[src/rtl/vc_seq_mul_div_pkg.sv]
// Shared definitions for the iterative multiply/divide unit.
//   fn_e    : request function encoding (MUL, DIVU, REMU, reserved)
//   state_e : control FSM states (IDLE -> CALC -> DONE -> IDLE)
package vc_seq_mul_div_pkg;

   typedef enum logic [1:0] {
      FnMul  = 2'b00,
      FnDivu = 2'b01,
      FnRemu = 2'b10,
      FnRsvd = 2'b11
   } fn_e;

   typedef enum logic [1:0] {
      StIdle = 2'b00,
      StCalc = 2'b01,
      StDone = 2'b10
   } state_e;

endpackage

[src/rtl/vc_seq_mul_div_step.sv]
// Combinational single-iteration datapath shared by multiply and divide.
// All data ports carry the domain of the request currently in flight.
//   fn             : operation being iterated
//   a, b, acc      : current register values
//   a_next, b_next, acc_next : register values after one iteration
// MUL  : a = multiplicand (shifts left), b = multiplier (shifts right), acc = partial product.
// DIV  : {acc, a} is the {rem, quo} register; a's low bit collects quotient bits while
//        dividend bits leave through its top; b is the divisor and is held.
module vc_seq_mul_div_step
   import vc_seq_mul_div_pkg::*;
#(
   parameter int unsigned p_nbits = 32
) (
   input  fn_e                fn,
   input  logic [p_nbits-1:0] a,
   input  logic [p_nbits-1:0] b,
   input  logic [p_nbits-1:0] acc,
   output logic [p_nbits-1:0] a_next,
   output logic [p_nbits-1:0] b_next,
   output logic [p_nbits-1:0] acc_next
);

   // Remainder after the left shift needs one extra bit; its top bit of the
   // difference doubles as the borrow flag.
   logic [p_nbits:0] shifted;
   logic [p_nbits:0] diff;
   logic             borrow;

   assign shifted = {acc, a[p_nbits-1]};
   assign diff    = shifted - {1'b0, b};
   assign borrow  = diff[p_nbits];

   always_comb begin
      a_next   = a;
      b_next   = b;
      acc_next = acc;
      unique case (fn)
         FnMul: begin
            if (b[0]) begin
               acc_next = acc + a;
            end
            a_next = a << 1;
            b_next = b >> 1;
         end
         FnDivu, FnRemu: begin
            // A zero divisor never borrows, so quo fills with ones and rem ends as a.
            a_next   = {a[p_nbits-2:0], ~borrow};
            acc_next = borrow ? shifted[p_nbits-1:0] : diff[p_nbits-1:0];
         end
         FnRsvd: begin
            // Registers idle; the result mux forces zero. Cycle count is unchanged.
         end
         default: begin
         end
      endcase
   end

endmodule

[src/rtl/vc_seq_mul_div.sv]
// Iterative, domain-labelled integer multiply/divide unit, one bit per cycle.
//   clk, reset             : rising-edge clock, asynchronous active-low reset
//   req_val/req_rdy        : request handshake; req_domain labels req_fn/req_a/req_b
//   req_fn                 : 00 MUL, 01 DIVU, 10 REMU, 11 reserved (returns 0)
//   resp_val/resp_rdy      : response handshake
//   resp_domain/resp_data  : latched domain and result, valid only in DONE
// Latency is exactly p_nbits CALC cycles regardless of fn or operands. All
// datapath registers are cleared when the response is taken, so nothing from
// one domain is visible to the next.
module vc_seq_mul_div
   import vc_seq_mul_div_pkg::*;
#(
   parameter int unsigned p_nbits     = 32,
   parameter int unsigned p_cnt_nbits = 6
) (
   input  logic               clk,
   input  logic               reset,
   input  logic               req_val,
   output logic               req_rdy,
   input  logic               req_domain,
   input  logic [1:0]         req_fn,
   input  logic [p_nbits-1:0] req_a,
   input  logic [p_nbits-1:0] req_b,
   output logic               resp_val,
   input  logic               resp_rdy,
   output logic               resp_domain,
   output logic [p_nbits-1:0] resp_data
);

   localparam logic [p_cnt_nbits-1:0] LastCnt = p_cnt_nbits'(p_nbits - 1);

   state_e                   state_q, state_d;
   logic [p_cnt_nbits-1:0]   cnt_q, cnt_d;
   logic [p_nbits-1:0]       a_q, a_d;
   logic [p_nbits-1:0]       b_q, b_d;
   logic [p_nbits-1:0]       acc_q, acc_d;
   fn_e                      fn_q, fn_d;
   logic                     domain_q, domain_d;

   logic [p_nbits-1:0]       a_step, b_step, acc_step;
   logic [p_nbits-1:0]       result;

   vc_seq_mul_div_step #(
      .p_nbits (p_nbits)
   ) u_step (
      .fn       (fn_q),
      .a        (a_q),
      .b        (b_q),
      .acc      (acc_q),
      .a_next   (a_step),
      .b_next   (b_step),
      .acc_next (acc_step)
   );

   // Result selection reads registers only; no path from req_* reaches resp_*.
   always_comb begin
      result = '0;
      unique case (fn_q)
         FnMul:   result = acc_q;
         FnDivu:  result = a_q;
         FnRemu:  result = acc_q;
         FnRsvd:  result = '0;
         default: result = '0;
      endcase
   end

   always_ff @(posedge clk or negedge reset) begin
      if (!reset) begin
         state_q  <= StIdle;
         cnt_q    <= '0;
         a_q      <= '0;
         b_q      <= '0;
         acc_q    <= '0;
         fn_q     <= FnMul;
         domain_q <= 1'b0;
      end else begin
         state_q  <= state_d;
         cnt_q    <= cnt_d;
         a_q      <= a_d;
         b_q      <= b_d;
         acc_q    <= acc_d;
         fn_q     <= fn_d;
         domain_q <= domain_d;
      end
   end

   always_comb begin
      state_d     = state_q;
      cnt_d       = cnt_q;
      a_d         = a_q;
      b_d         = b_q;
      acc_d       = acc_q;
      fn_d        = fn_q;
      domain_d    = domain_q;
      req_rdy     = 1'b0;
      resp_val    = 1'b0;
      resp_domain = 1'b0;
      resp_data   = '0;

      unique case (state_q)
         StIdle: begin
            req_rdy = 1'b1;
            if (req_val) begin
               a_d      = req_a;
               b_d      = req_b;
               fn_d     = fn_e'(req_fn);
               domain_d = req_domain;
               acc_d    = '0;
               cnt_d    = '0;
               state_d  = StCalc;
            end
         end
         StCalc: begin
            a_d   = a_step;
            b_d   = b_step;
            acc_d = acc_step;
            cnt_d = cnt_q + 1'b1;
            if (cnt_q == LastCnt) begin
               state_d = StDone;
            end
         end
         StDone: begin
            resp_val    = 1'b1;
            resp_domain = domain_q;
            resp_data   = result;
            if (resp_rdy) begin
               // Scrub so the next domain observes nothing of this one.
               a_d      = '0;
               b_d      = '0;
               acc_d    = '0;
               fn_d     = FnMul;
               domain_d = 1'b0;
               cnt_d    = '0;
               state_d  = StIdle;
            end
         end
         default: begin
            state_d = StIdle;
         end
      endcase
   end

endmodule
[config.mk]
export PLATFORM = sky130hd
export DESIGN_NAME = vc_seq_mul_div
export DESIGN_NICKNAME = d
export VERILOG_FILES = /design/src/rtl/vc_seq_mul_div_pkg.sv /design/src/rtl/vc_seq_mul_div_step.sv /design/src/rtl/vc_seq_mul_div.sv
export SDC_FILE = /design/constraint.sdc
export NUM_CORES = 1
export LEC_CHECK = 0
export CAP_MARGIN = 20
export CORE_AREA = 2 2 157 159
export CTS_BUF_LIST = sky130_fd_sc_hd__clkbuf_4
export DETAILED_ROUTE_END_ITERATION = 7
export DIE_AREA = 0 0 159 161
export PLACE_DENSITY = 0.73
export SETUP_SLACK_MARGIN = 0.2
export SYNTH_ARGS = -nofsm -noshare
export SYNTH_HDL_FRONTEND = slang
export SYNTH_HIERARCHICAL = 1
export SYNTH_SLANG_ARGS = --single-unit
[constraint.sdc]
create_clock -name clk -period 4.4 [get_ports clk]
set_input_delay 1.1 -clock clk [delete_from_list [all_inputs] [get_ports clk]]
set_output_delay 1.1 -clock clk [all_outputs]
set_load 0.005 [all_outputs]
Fig. 1: run 1, I/O pins on the die edge
Pins as bars across the die edge, other pins in grey.
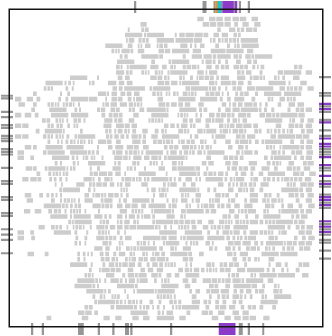
resp_data: drawn in purple, pins 32, direction output, edge 16 right, 9 bottom, 7 top. req_fn: drawn in cyan, pins 2, direction input, edge top. resp_val: drawn in orange, pins 1, direction output, edge top.
All pins by edge: 41 right, 24 bottom, 23 left, 18 top.

Fig. 2: run 1, routed metal, one colour a layer
Scale bar: 50 um.
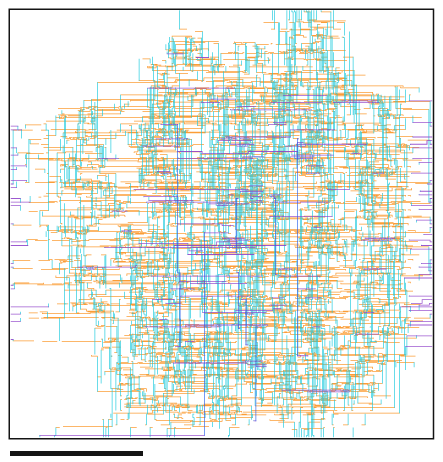
met1: drawn in orange, wire length 14700 um. met2: drawn in cyan, wire length 12400 um. met3: drawn in purple, wire length 1710 um. met4: drawn in blue, wire length 365 um.

==> run summary, run 1 <==
Purpose: to document the outcome of synthesis and place and route.

Worst setup path
STA puts the critical path data arrival time at 4.21 ns. STA lists the startpoint of the worst register-to-register path as acc_q[0]$_DFFE_PN0P_. The largest fanout on the critical path is 15. The worst setup path category is reg2reg. The critical path goes through inv_1 -> fa_1 -> nand2b_1 -> a21oi_1 -> o21ai_1 -> nand2_1 -> a31oi_1 -> o31ai_1 -> xor2_4 -> buf_4 -> mux2i_1 -> o21ai_0 -> nand2_1 -> o21ai_0.

Clock network
Clock tree synthesis selected as its root buffer the cell sky130_fd_sc_hd__clkbuf_4. The number of buffers between clock root and the deepest sink is 2. Per the post-CTS timing run, clock transition at the registers of the reported paths is 0.17 ns. The number of gates resized after CTS was 0.

GRT
The initial antenna violation count is 1. The first global-routing pass estimated 48600 um of wire.

Synth
Per Yosys stat, the portion of area used by sequential elements is 25.4%. The cell type that accounts for the most area after synthesis is sky130_fd_sc_hd__dfrtp_1. The fraction of registers with async set or reset after synthesis is 100%.

The netlist area before placement is 10500 um^2. The distinct cell type count of the synthesized netlist is 71. The fraction of synthesized cell area taken by the top area cell type is 25.4%.

Floorplan
The floorplan has 57 rows. The floorplan report gives the top-level pin count as 106.

Placement
Including well taps, the total number of placed cells is 1778. The HPWL after detailed placement is 21200 um. The final weighted congestion in routability-driven placement is 0.898.

Cells and area
For this run, the post-layout net count is 1609.

Final timing
The slew at the pin with the worst max-slew slack is 0.836 ns. The clock period could shrink to 3.82 ns. The number of endpoints with negative hold slack in the final report is 0.

Route
The total wire length is 29300 um. The total via count in the routed design is 10300.

Min path
The endpoint with the worst hold slack is b_q[5]$_DFFE_PN0P_. The worst hold path passes through 2 cells.

Pwr
The switching power is 0.00374 W. The analysis attributes to cell leakage a power of 5.01 nW. The power density over cell area is 590 nW/um^2.

Run status
The run finished with clean final reports.

Flow run
The max-cap violation count is 0.
Fig. 3: run 1, where the registers sit
Other sequential cells in the stronger grey, the rest of the logic in the fainter grey.
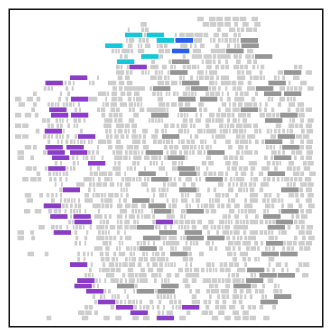
state_q: drawn in blue, flops 2. cnt_q: drawn in cyan, flops 6, where top middle. b_q: drawn in purple, flops 32.
post-layout util: 49.8%
sequential cell power: 0.00169 W
fraction of area in registers: 22.4%

==> run 1: sequential cells by signal, indices dropped and copies added (netlist names) <==
name and flops:
acc_q 32, domain_q 1, state_q 2, fn_q 2
b_q 32, a_q 32, cnt_q 6
==> run 1: placed cells by master (no fill, tap or decap), drive strengths merged, types with 16 or more instances in the layout <==
cell           instances
xnor2                 29
nand2b                16
inv                   51
nor2                  45
xor2                  21
mux2i                 19
ha                    71
a22oi                 17
o21ai                194
dfrtp                107
a22o                  44
clkdlybuf4s50        104
nand2                227
nor2b                147
a21oi                154
a21o                  27
buf                   25
==> run 1: kinds of logic (layout without fill, tap and decap cells) <==
family / after synthesis / after routing
adders and majority gates: 73 / 73
buffers and inverters: 144 / 195
AOI/OAI and AO/OA: 525 / 525
other: 0 / 1
muxes: 20 / 20
and+or+nand+nor: 499 / 499
xor gates and xnor gates: 50 / 50
DFF: 107 / 107
==> run 1: per-stage QoR <==
stage | hold WS (ns) | utilization [%] | worst slack, ns
2_1_floorplan | 0.456 | - | 1.18
3_3_place_gp | 0.485 | 49.2 | 0.713
3_5_place_dp | 0.492 | 49.2 | 0.640
4_1_cts | 0.529 | 49.8 | 0.605
5_1_grt | 0.557 | 49.8 | 0.268
6_report | 0.523 | 49.8 | 0.578
==> run 1: worst max path at each step <==
stage	start	slack, ns	end	cells after the start
finish	acc_q[0]$_DFFE_PN0P_	0.58	acc_q[13]$_DFFE_PN0P_	14
global route	acc_q[0]$_DFFE_PN0P_	0.27	acc_q[10]$_DFFE_PN0P_	14
CTS	acc_q[0]$_DFFE_PN0P_	0.61	acc_q[10]$_DFFE_PN0P_	14
detailed placement	acc_q[0]$_DFFE_PN0P_	0.64	acc_q[10]$_DFFE_PN0P_	14
global placement	a_q[31]$_DFFE_PN0P_	0.71	acc_q[16]$_DFFE_PN0P_	15
floorplan	acc_q[0]$_DFFE_PN0P_	1.18	acc_q[28]$_DFFE_PN0P_	15
==> run 1: worst max-delay path: cells and delay by family, from the launching register on <==
family	cells	cell delay [ns]
adder cells (fa/ha/maj)	1	0.42
AND-OR/OR-AND	6	1.34
AND/OR/NAND/NOR	3	0.39
XOR/XNOR	1	0.36
multiplexers	1	0.24
flip-flops	1	0.51
buffers and inverters	2	0.42
==> run 1: per-layer routing <==
metal  GRT usage (%)  routed length, um  part of all wire, %
met5               0                  0                    0
met4            5.79                364                  1.2
met3            3.24               1710                  5.9
met2            34.6              12400                   42
met1            34.4              14700                   50
==> run 1: power by group through the flow <==
stage / combinational [W] / clock (W) / sequential, W
floorplan: 0.00371 / 0 / 0.00160
detailed placement: 0.00473 / 0 / 0.00171
global route: 0.00537 / 0.000584 / 0.00176
global placement: 0.00468 / 0 / 0.00170
CTS: 0.00477 / 0.000548 / 0.00169
finish: 0.00481 / 0.000534 / 0.00169
==> run 1: layout make-up <==
cell class	instances	area, um^2	share of cell area (%)
Antenna cell	1	2.50	0.0210
Clock buffer	9	67.6	0.566
Clock inverter	6	57.6	0.483
Inverter	51	191	1.60
Multi-Input combinational cell	1167	7280	61.1
Sequential cell	107	2680	22.4
Tap cell	324	405	3.40
Timing Repair Buffer	129	1240	10.4
==> run 2, diff against run 1 <==
Settings changed: GPL_ROUTABILITY_DRIVEN set to 0.
==> run summary, run 2 <==
Purpose: to document the outcome of synthesis and place and route.

Final timing
The clock skew is 0.0215 ns (was 0.0152 ns). The part of the cycle the worst path needs was 86.8% (was 86.9%). The number of pins exceeding their max-slew limit in the final report is 0 (unchanged). The number of endpoints with negative hold slack in the final report came to 0 (unchanged). Setup repair after global routing missed its margin: no (unchanged).

The slack of the critical path came to 0.580 ns (was 0.578 ns). The worst hold margin was 0.521 ns (was 0.523 ns). The slew at the pin with the worst max-slew slack was 0.841 ns (was 0.836 ns). The worst slew slack as a fraction of its limit is 43.8% (was 44.2%). The clock period minus worst slack was 3.82 ns (about the same). The final sum of negative setup slack came to 0 ns (unchanged).

Placement
The HPWL after detailed placement was 20900 um (was 21200 um). The worst-case setup slack after placement was 0.620 ns (was 0.640 ns).

Run status
Status: finished clean (unchanged).

Synth
The synthesized instance count is 1418 (unchanged). The cell total in the yosys stat output was 1418 (unchanged). The chip area line of the yosys report is 10500 um^2 (unchanged). The cell taking the most area after synthesis was sky130_fd_sc_hd__dfrtp_1 (unchanged). The fraction of synthesized cell area taken by the top area cell type came to 25.4% (unchanged). The count of warnings emitted by yosys is 6 (unchanged).

The average cell area after synthesis is 7.44 um^2 (unchanged). The netlist area before placement is 10500 um^2 (unchanged). The most common flop cell mapped by yosys is sky130_fd_sc_hd__dfrtp_1 (unchanged). The post-synthesis net count is 1562 (unchanged). The number of enable-type register cells in the synthesized netlist was 0 (unchanged). The flip-flop and latch count after synthesis was 107 (unchanged). The fraction of the yosys area taken by sequential cells is 25.4% (unchanged).

The distinct cell type count of the synthesized netlist came to 71 (unchanged). The fraction of registers with async set or reset after synthesis came to 100% (unchanged). Leading post-synthesis cells by cell area: sky130_fd_sc_hd__dfrtp_1 25%, sky130_fd_sc_hd__o21ai_0 8.9%, sky130_fd_sc_hd__nor2b_1 8.7% (unchanged).

Min path
The worst hold path cell count is 2 (unchanged). The worst min-delay path startpoint is domain_q$_DFFE_PN0P_ (was b_q[5]$_DFFE_PN0P_). The endpoint with the worst hold slack was domain_q$_DFFE_PN0P_ (was b_q[5]$_DFFE_PN0P_).

GRT
The global-route wire length before repair is 48400 um (was 48600 um). The total global routing overflow is 0 (unchanged). The total global routing track utilization is 22.8% (was 22.9%).

The maximum number of pins on one net before global-route repair is 80 (was 147). The initial antenna violation count is 1 (unchanged). The via count of the first global-routing pass is 9278 (was 9378).

Clock network
The number of sinks driven by the clock tree is 107 (unchanged). The root buffer cell is sky130_fd_sc_hd__clkbuf_4 (unchanged). The CTS H-tree depth is 3 (unchanged). The clock slew seen by the registers of the worst setup and hold paths is 0.18 ns (was 0.17 ns).

The TritonCTS clock tree is done (unchanged). The number of buffers created by CTS was 9 (unchanged). The quantity of hold-fixing buffers added after cts was 0 (unchanged). The number of buffers between clock root and the deepest sink is 2 (unchanged). The post-cts repair resize count is 0 (unchanged).

Cells and area
Top Registers: a_q: 32 flops, acc_q: 32 flops, b_q: 32 flops (unchanged). The layout overhead on the synthesized area is 13.5% (was 13.1%). Top cells excl fill/tap: 227 x sky130_fd_sc_hd__nand2_1, 188 x sky130_fd_sc_hd__o21ai_0, 154 x sky130_fd_sc_hd__a21oi_1, 146 x sky130_fd_sc_hd__nor2b_1, 107 x sky130_fd_sc_hd__dfrtp_1 (unchanged). The most numerous logic cell after layout is sky130_fd_sc_hd__nand2_1 (unchanged).

The share of cells above drive strength 1 is 4.49% (was 4.29%). The final-stage net count is 1610 (was 1609).

Route
The iteration count of the initial detailed-routing pass is 5 (unchanged). The wire length per cell after detailed routing is 16.3 um (about the same). The count of antenna-violating nets left after detailed routing is 0 (unchanged).

The total via count in the routed design is 10300 (about the same). The total wire length is 29200 um (was 29300 um). The number of DRC markers in iteration 0 came to 998 (was 799). The average vias per placed instance is 5.74 (about the same).

Worst setup path
The beginning of the critical path was a_q[31]$_DFFE_PN0P_ (was acc_q[0]$_DFFE_PN0P_). The start of the worst register-to-register path is a_q[31]$_DFFE_PN0P_ (was acc_q[0]$_DFFE_PN0P_). The setup slack on the worst flop-to-flop path was 0.58 ns (about the same). The kind of end point of the critical path was a flop (unchanged). The worst setup path category is reg2reg (unchanged).

The arrival time at the worst endpoint came to 4.27 ns (was 4.21 ns). The largest fanout on the critical path was 15 (unchanged). The length in cells of the worst reg-to-reg path is 16 (was 14).

Pwr
The power density over cell area is 595 nW/um^2 (was 590 nW/um^2). The total leakage power was 5.04 nW (was 5.01 nW). The total power consumption of the routed design is 0.00712 W (was 0.00704 W).

The worst supply voltage drop on vdd came to 0.339 mV (was 0.311 mV).

Floorplan
The initial core utilization is 44.0% (unchanged). The number of core rows is 57 (unchanged). The boundary pin count is 106 (unchanged). The die footprint was 25600 um^2 (unchanged).

Flow run
The max-cap violation count was 0 (unchanged). The tally of OpenROAD warnings came to 31 (was 33).
[run 2: where the power goes]
part | switching (W) | internal (W)
clock network | 0.000364 | 0.000242
registers | 0.000390 | 0.00130
logic | 0.00298 | 0.00184
total | 0.00374 | 0.00338
[run 2: how the worst max path moves through the flow]
| stage | endpoint | slack, ns | cells after the start |
|---|---|---|---|
| 6_report | acc_q[27]$_DFFE_PN0P_ | 0.58 | 16 |
| 3_5_place_dp | acc_q[27]$_DFFE_PN0P_ | 0.62 | 16 |
| 5_1_grt | acc_q[17]$_DFFE_PN0P_ | 0.32 | 15 |
| 2_1_floorplan | acc_q[28]$_DFFE_PN0P_ | 1.18 | 15 |
| 4_1_cts | acc_q[27]$_DFFE_PN0P_ | 0.57 | 16 |
| 3_3_place_gp | acc_q[14]$_DFFE_PN0P_ | 0.73 | 16 |
[run 2: cell type report]
cell class | count | area [um^2] | area share, %
Multi-Input combinational cell | 1167 | 7280 | 60.9
Timing Repair Buffer | 130 | 1250 | 10.4
Clock buffer | 11 | 82.6 | 0.690
Inverter | 51 | 191 | 1.60
Tap cell | 324 | 405 | 3.39
Clock inverter | 5 | 77.6 | 0.648
Antenna cell | 1 | 2.50 | 0.0209
Sequential cell | 107 | 2680 | 22.4
[run 2: cells by family after synthesis]
| kind of cell | after synthesis | share of synthesized area [%] |
|---|---|---|
| compound gates | 525 | 30.6 |
| simple gates | 499 | 23.3 |
| buf+inv | 144 | 5.85 |
| flops | 107 | 25.4 |
| fa+ha+maj | 73 | 8.80 |
| xor+xnor | 50 | 4.15 |
| mux | 20 | 1.91 |
[run 2: worst max-delay path, stage by stage (launching register included)]
cell	delay, ns
sky130_fd_sc_hd__dfrtp_1	0.38
sky130_fd_sc_hd__inv_1	0.05
sky130_fd_sc_hd__ha_1	0.22
sky130_fd_sc_hd__fa_1	0.39
sky130_fd_sc_hd__nand2b_1	0.20
sky130_fd_sc_hd__a21oi_1	0.25
sky130_fd_sc_hd__o21ai_1	0.15
sky130_fd_sc_hd__nand2_1	0.11
sky130_fd_sc_hd__a31oi_1	0.16
sky130_fd_sc_hd__o31ai_1	0.55
sky130_fd_sc_hd__xor2_4	0.44
sky130_fd_sc_hd__buf_4	0.24
sky130_fd_sc_hd__nor2_1	0.05
sky130_fd_sc_hd__a211oi_1	0.21
sky130_fd_sc_hd__a221o_1	0.14
sky130_fd_sc_hd__nand2_1	0.05
sky130_fd_sc_hd__o21ai_0	0.17
[run 2: through the flow]
stage          util [%]  cell area (um^2)  instances
2_1_floorplan         -             10500       1418
5_1_grt            50.0             12000       1796
3_3_place_gp       49.3             11800       1779
4_1_cts            49.9             12000       1795
6_report           50.0             12000       1796
3_5_place_dp       49.3             11800       1779
[run 2: routing by layer]
| metal | share of wire (%) | GRT usage [%] |
|---|---|---|
| met1 | 48 | 34.2 |
| met3 | 7.2 | 2.67 |
| met5 | 0 | 0 |
| met4 | 1.7 | 6.82 |
| met2 | 43 | 34.4 |
Fig. 4: run 2, I/O pins on the die edge
Pins as bars across the die edge, other pins in grey.
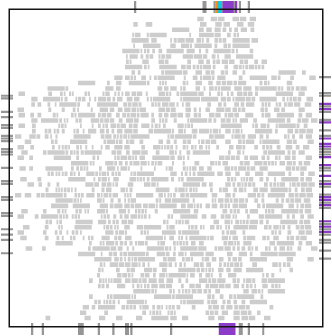
req_fn: drawn in cyan, pins 2, direction input, edge top. resp_val: drawn in orange, pins 1, direction output, edge top. resp_data: drawn in purple, pins 32, direction output, edge 16 right, 9 bottom, 7 top.
All pins by edge: 41 right, 24 bottom, 23 left, 18 top.
die height: 161 um
Chip Width: 159 um

Fig. 5: run 2, clock network drawn from the DEF
Scale bar: 50 um.
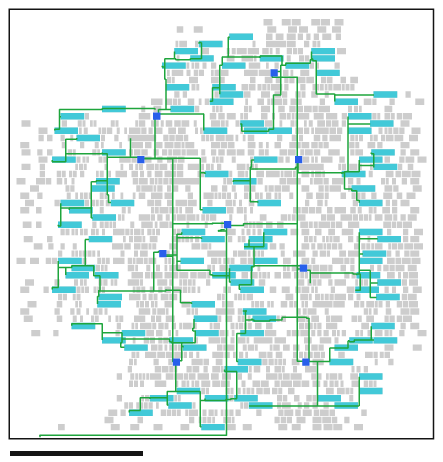
clock wires: drawn in green, length 1670 um. cells driving clock nets: drawn in blue, count 9. flip-flops: drawn in cyan, count 107.
Position of the flops: all over the die.
power share of the clock group: 8.5%
insertion delay of the later-clocked pin in the worst-skew pair: 0.52 ns

Power is estimated from default activity; no workload was simulated.
